$ cat src/rtl/fetch_unit.sv
// Instruction fetch stage: owns the PC, reads a combinational imem, registers IF/ID (1 edge; 2 edges + bubble for two-word).
// Stall freezes PC, state, hold word and IF/ID; pc_write overrides stall and flushes IF/ID.
module fetch_unit #(
   parameter int                      PC_WIDTH     = 32,
   parameter int                      INSTR_WIDTH  = 16,
   parameter logic [PC_WIDTH-1:0]     RESET_VECTOR = 32,
   parameter logic [INSTR_WIDTH-1:0]  NOP_WORD     = '0,
   parameter int                      IMM_FLAG_BIT = 15
) (
   input  logic                   clk,
   input  logic                   reset,
   input  logic                   stall,
   input  logic                   pc_write,
   input  logic [PC_WIDTH-1:0]    pc_write_back_value,
   input  logic                   clear_instruction,
   output logic [PC_WIDTH-1:0]    imem_addr,
   input  logic [INSTR_WIDTH-1:0] imem_rdata,
   output logic [INSTR_WIDTH-1:0] instruction_r,
   output logic [INSTR_WIDTH-1:0] immediate_r,
   output logic [PC_WIDTH-1:0]    pc_plus_one_r,
   output logic                   valid_r
);

   localparam logic S_FETCH = 1'b0;
   localparam logic S_IMM   = 1'b1;

   logic                   r_state;
   logic [PC_WIDTH-1:0]    r_pc;
   logic [INSTR_WIDTH-1:0] r_hold;
   logic [INSTR_WIDTH-1:0] r_instr;
   logic [INSTR_WIDTH-1:0] r_imm;
   logic [PC_WIDTH-1:0]    r_pc_plus_one;
   logic                   r_valid;

   logic [PC_WIDTH-1:0]    w_pc_inc;
   logic                   w_has_imm;

   // Natural wrap: all-ones + 1 gives 0.
   assign w_pc_inc  = r_pc + {{(PC_WIDTH-1){1'b0}}, 1'b1};
   assign w_has_imm = imem_rdata[IMM_FLAG_BIT];

   always_ff @(posedge clk) begin
      if (reset) begin
         r_pc          <= RESET_VECTOR;
         r_state       <= S_FETCH;
         r_hold        <= NOP_WORD;
         r_instr       <= NOP_WORD;
         r_imm         <= '0;
         r_pc_plus_one <= '0;
         r_valid       <= 1'b0;
      end else if (pc_write) begin
         r_pc    <= pc_write_back_value;
         r_state <= S_FETCH;
         r_hold  <= NOP_WORD;
         r_instr <= NOP_WORD;
         r_valid <= 1'b0;
      end else if (stall) begin
         r_pc <= r_pc;
      end else if (clear_instruction) begin
         // PC is left alone so the same word is fetched again next cycle.
         r_instr <= NOP_WORD;
         r_valid <= 1'b0;
      end else if (r_state == S_FETCH) begin
         r_pc <= w_pc_inc;
         if (w_has_imm) begin
            r_hold  <= imem_rdata;
            r_instr <= NOP_WORD;
            r_valid <= 1'b0;
            r_state <= S_IMM;
         end else begin
            r_instr       <= imem_rdata;
            r_imm         <= '0;
            r_pc_plus_one <= w_pc_inc;
            r_valid       <= 1'b1;
         end
      end else begin
         r_pc          <= w_pc_inc;
         r_instr       <= r_hold;
         r_imm         <= imem_rdata;
         r_pc_plus_one <= w_pc_inc;
         r_valid       <= 1'b1;
         r_state       <= S_FETCH;
      end
   end

   assign imem_addr     = r_pc;
   assign instruction_r = r_instr;
   assign immediate_r   = r_imm;
   assign pc_plus_one_r = r_pc_plus_one;
   assign valid_r       = r_valid;

endmodule

$ cat config.mk
export PLATFORM = sky130hd
export DESIGN_NAME = fetch_unit
export DESIGN_NICKNAME = d
export VERILOG_FILES = /design/src/rtl/fetch_unit.sv
export SDC_FILE = /design/constraint.sdc
export NUM_CORES = 1
export LEC_CHECK = 0
export CAP_MARGIN = 20
export CORE_MARGIN = 2
export CORE_UTILIZATION = 30
export CTS_CLUSTER_DIAMETER = 120
export CTS_CLUSTER_SIZE = 16
export DETAILED_ROUTE_END_ITERATION = 10
export PLACE_DENSITY = 0.62
export SYNTH_ARGS = -nofsm -noshare
export SYNTH_HDL_FRONTEND = slang
export SYNTH_SLANG_ARGS = --single-unit
$ cat constraint.sdc
create_clock -name clk -period 3 [get_ports clk]
set_clock_uncertainty 0.15 [all_clocks]
set_input_delay 0.45 -clock clk [delete_from_list [all_inputs] [get_ports clk]]
set_output_delay 0.45 -clock clk [all_outputs]
set_load 0.005 [all_outputs]
final_congestion.png
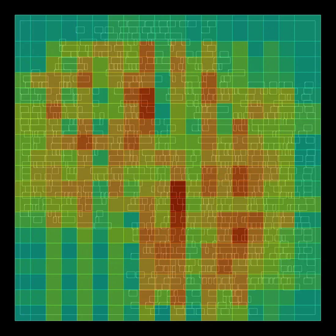
met1 track utilization from global routing: 23.7%
met3 layer usage reported by global route: 6.41%
per-cell routed wire length: 16.2 µm
final core utilization: 44.4%

met1.png
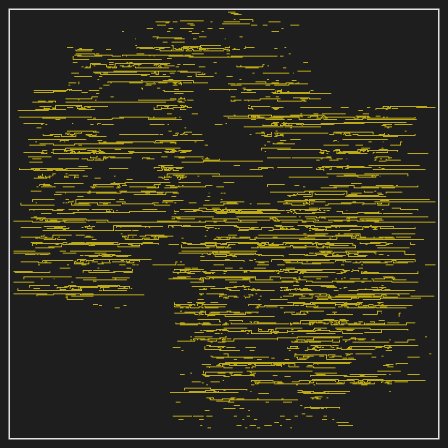
The layer holds 45% of the routed length. 725 nets have wire on it.
total via count in the routed design: 4,993
total wire length after detailed routing: 16,300 µm

registers.png
Other sequential cells in the stronger gray, the rest of the logic in the fainter gray.
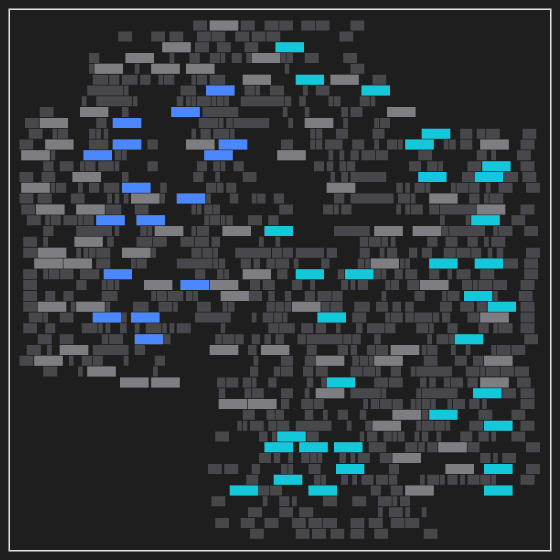
Key: cyan = pc_plus_one_r [sequential cells 32]; blue = r_hold [sequential cells 16]
Another 66 sequential cells are not colored.
sequential fraction of total cell area: 30.0%
Flop+latch power: 0.00164 W
Register Area: 2280 µm²

port_nets.png
The bar under the picture is 50 µm long.
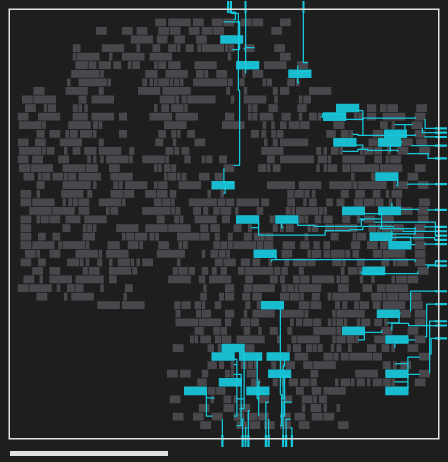
Key: cyan = pc_plus_one_r [bits 32, direction output, edge 19 east, 9 south, 4 north, end cells 32, buffers 32, wire 930 µm]
total of buffers placed on input and output ports: 149
IO Count: 150

==> notes.md <==
Status on the layout run. The worst setup path is captured at a register. Of all power groups, the one with the highest power is the clock network. Clock input transition at the sequential cells of the worst setup and hold paths landed at roughly 0.05 ns.

For reference, the post-synthesis area per instance comes to approximately 8.4 µm². The detailed router finished its first iteration with about 280 violations. The commonest cells after synthesis are sky130_fd_sc_hd__dfxtp_1 (114), sky130_fd_sc_hd__nor2_1 (102), sky130_fd_sc_hd__nand2_1 (71), sky130_fd_sc_hd__a211oi_1 (39), sky130_fd_sc_hd__clkbuf_1 (34). The synth_stat.txt file lists the number of cells as between 600 and 700. Net count after synthesis landed at about 670. The wire-length estimate of the detail-placed layout is 11,500 µm.

Slew at the pin closest to its max-slew limit landed at around 0.60 ns. Slack of the worst reg-to-reg path landed at between 0.5 and 0.6 ns. Looking at the cell usage after synthesis, the top flip-flop cell is sky130_fd_sc_hd__dfxtp_1.

Post-CTS setup buffer count landed at 0. Counting I/O delays and the setup requirement, the final critical path takes 2.45 ns. The synthesized netlist has a Yosys-reported chip area of between 5000 and 6000 µm².

Share of the core filled by cells before placement landed at a little under a third. On the final layout, the worst hold slack is roughly 0.3 ns. Tally of max-capacitance violations landed at 0.

Endpoints with negative setup slack in the final report add up to 0. For the worst-skew pair, the clock arrives at the later sink with an insertion delay of 0.42 ns. Number of register bits inferred by synthesis landed at around 110. Note that the worst hold path type here is reg2reg.

For this design, the CTS-stage hold fixing added 0 buffers. Along the worst path, the maximum fanout reaches 10. Number of flops mapped to enable cells by yosys landed at 0. Worst slew slack as a fraction of its limit landed at 59.7%. Hold analysis lists the worst path endpoint as r_hold[11]$_SDFFE_PP0P_. In this run the most critical hold path is launched from r_hold[11]$_SDFFE_PP0P_. Ranking logic cells in the layout by count gives the top entries sky130_fd_sc_hd__clkdlybuf4s50_1 (148), sky130_fd_sc_hd__dfxtp_1 (114), sky130_fd_sc_hd__nor2_1 (102). Worst setup timing slack at the placement stage landed at ~0.26 ns. According to the timing report, the critical path is launched from imem_addr[0]$_SDFFE_PP0P_. Power per unit of standard cell area landed at between 500 and 600 nW/µm². Looking at the reg2reg group, the worst path starts from imem_addr[0]$_SDFFE_PP0P_. Combinational logic is responsible for approximately 9.9% of the overall power. Per the final timing report, the hold violations number 0. STA classifies the critical path startpoint as a register. Top cell type's share of synthesized area landed at between 40% and 50%. The chip occupies between 15,000 and 20,000 µm². Global routing met2 resource utilization landed at ~28%. Share of the clock period used by the worst path landed at about four fifths. Number of buffers inserted during clock tree synthesis landed at 17. The placement summary gives the final routability congestion estimate as approximately 0.8. Number of vias per cell landed at between 4 and 5. TritonCTS built the clock tree.

For this run, the detailed router's first-pass iteration total came to 5. Cell-internal power landed at around 0.0031 W. The core region is between 15,000 and 20,000 µm².

The run finished with clean final reports. The timing report notes that buffer and inverter cells on the critical path total 0. The share of the Yosys chip area taken by registers is between 40% and 50%. The power report puts the leakage power at 2.55 nW. The multi-input combinational cells in the finished layout cover a total of 2720 µm². Among all stages on the critical path, the largest delay is contributed by sky130_fd_sc_hd__dfxtp_1.

The critical path is of the reg2reg type. Per the cell usage report, the commonest logic cell in the layout is sky130_fd_sc_hd__clkdlybuf4s50_1. Number of rows created at floorplan landed at 48.

Largest net degree at the start of global routing landed at around 52. Cell depth of the worst flop-to-flop path landed at 6.
-- logic make-up after synthesis --
| family | synth area share, % |
|---|---|
| and+or+nand+nor | 23.8 |
| buffers and inverters | 4.25 |
| AOI/OAI and AO/OA | 15.6 |
| adders and majority gates | 0.240 |
| xor gates and xnor gates | 8.90 |
| DFF | 43.8 |
| muxes | 3.43 |
-- area by class of cell --
| cell class | count | share of cell area (%) |
|---|---|---|
| sequential | 114 | 30.0 |
| clock buffer | 23 | 6.29 |
| inverter | 6 | 0.296 |
| multi-input combinational | 453 | 35.7 |
| clock inverter | 9 | 1.38 |
| timing repair buffer | 178 | 22.6 |
| tap | 225 | 3.70 |
Power is estimated from default activity; no workload was simulated.
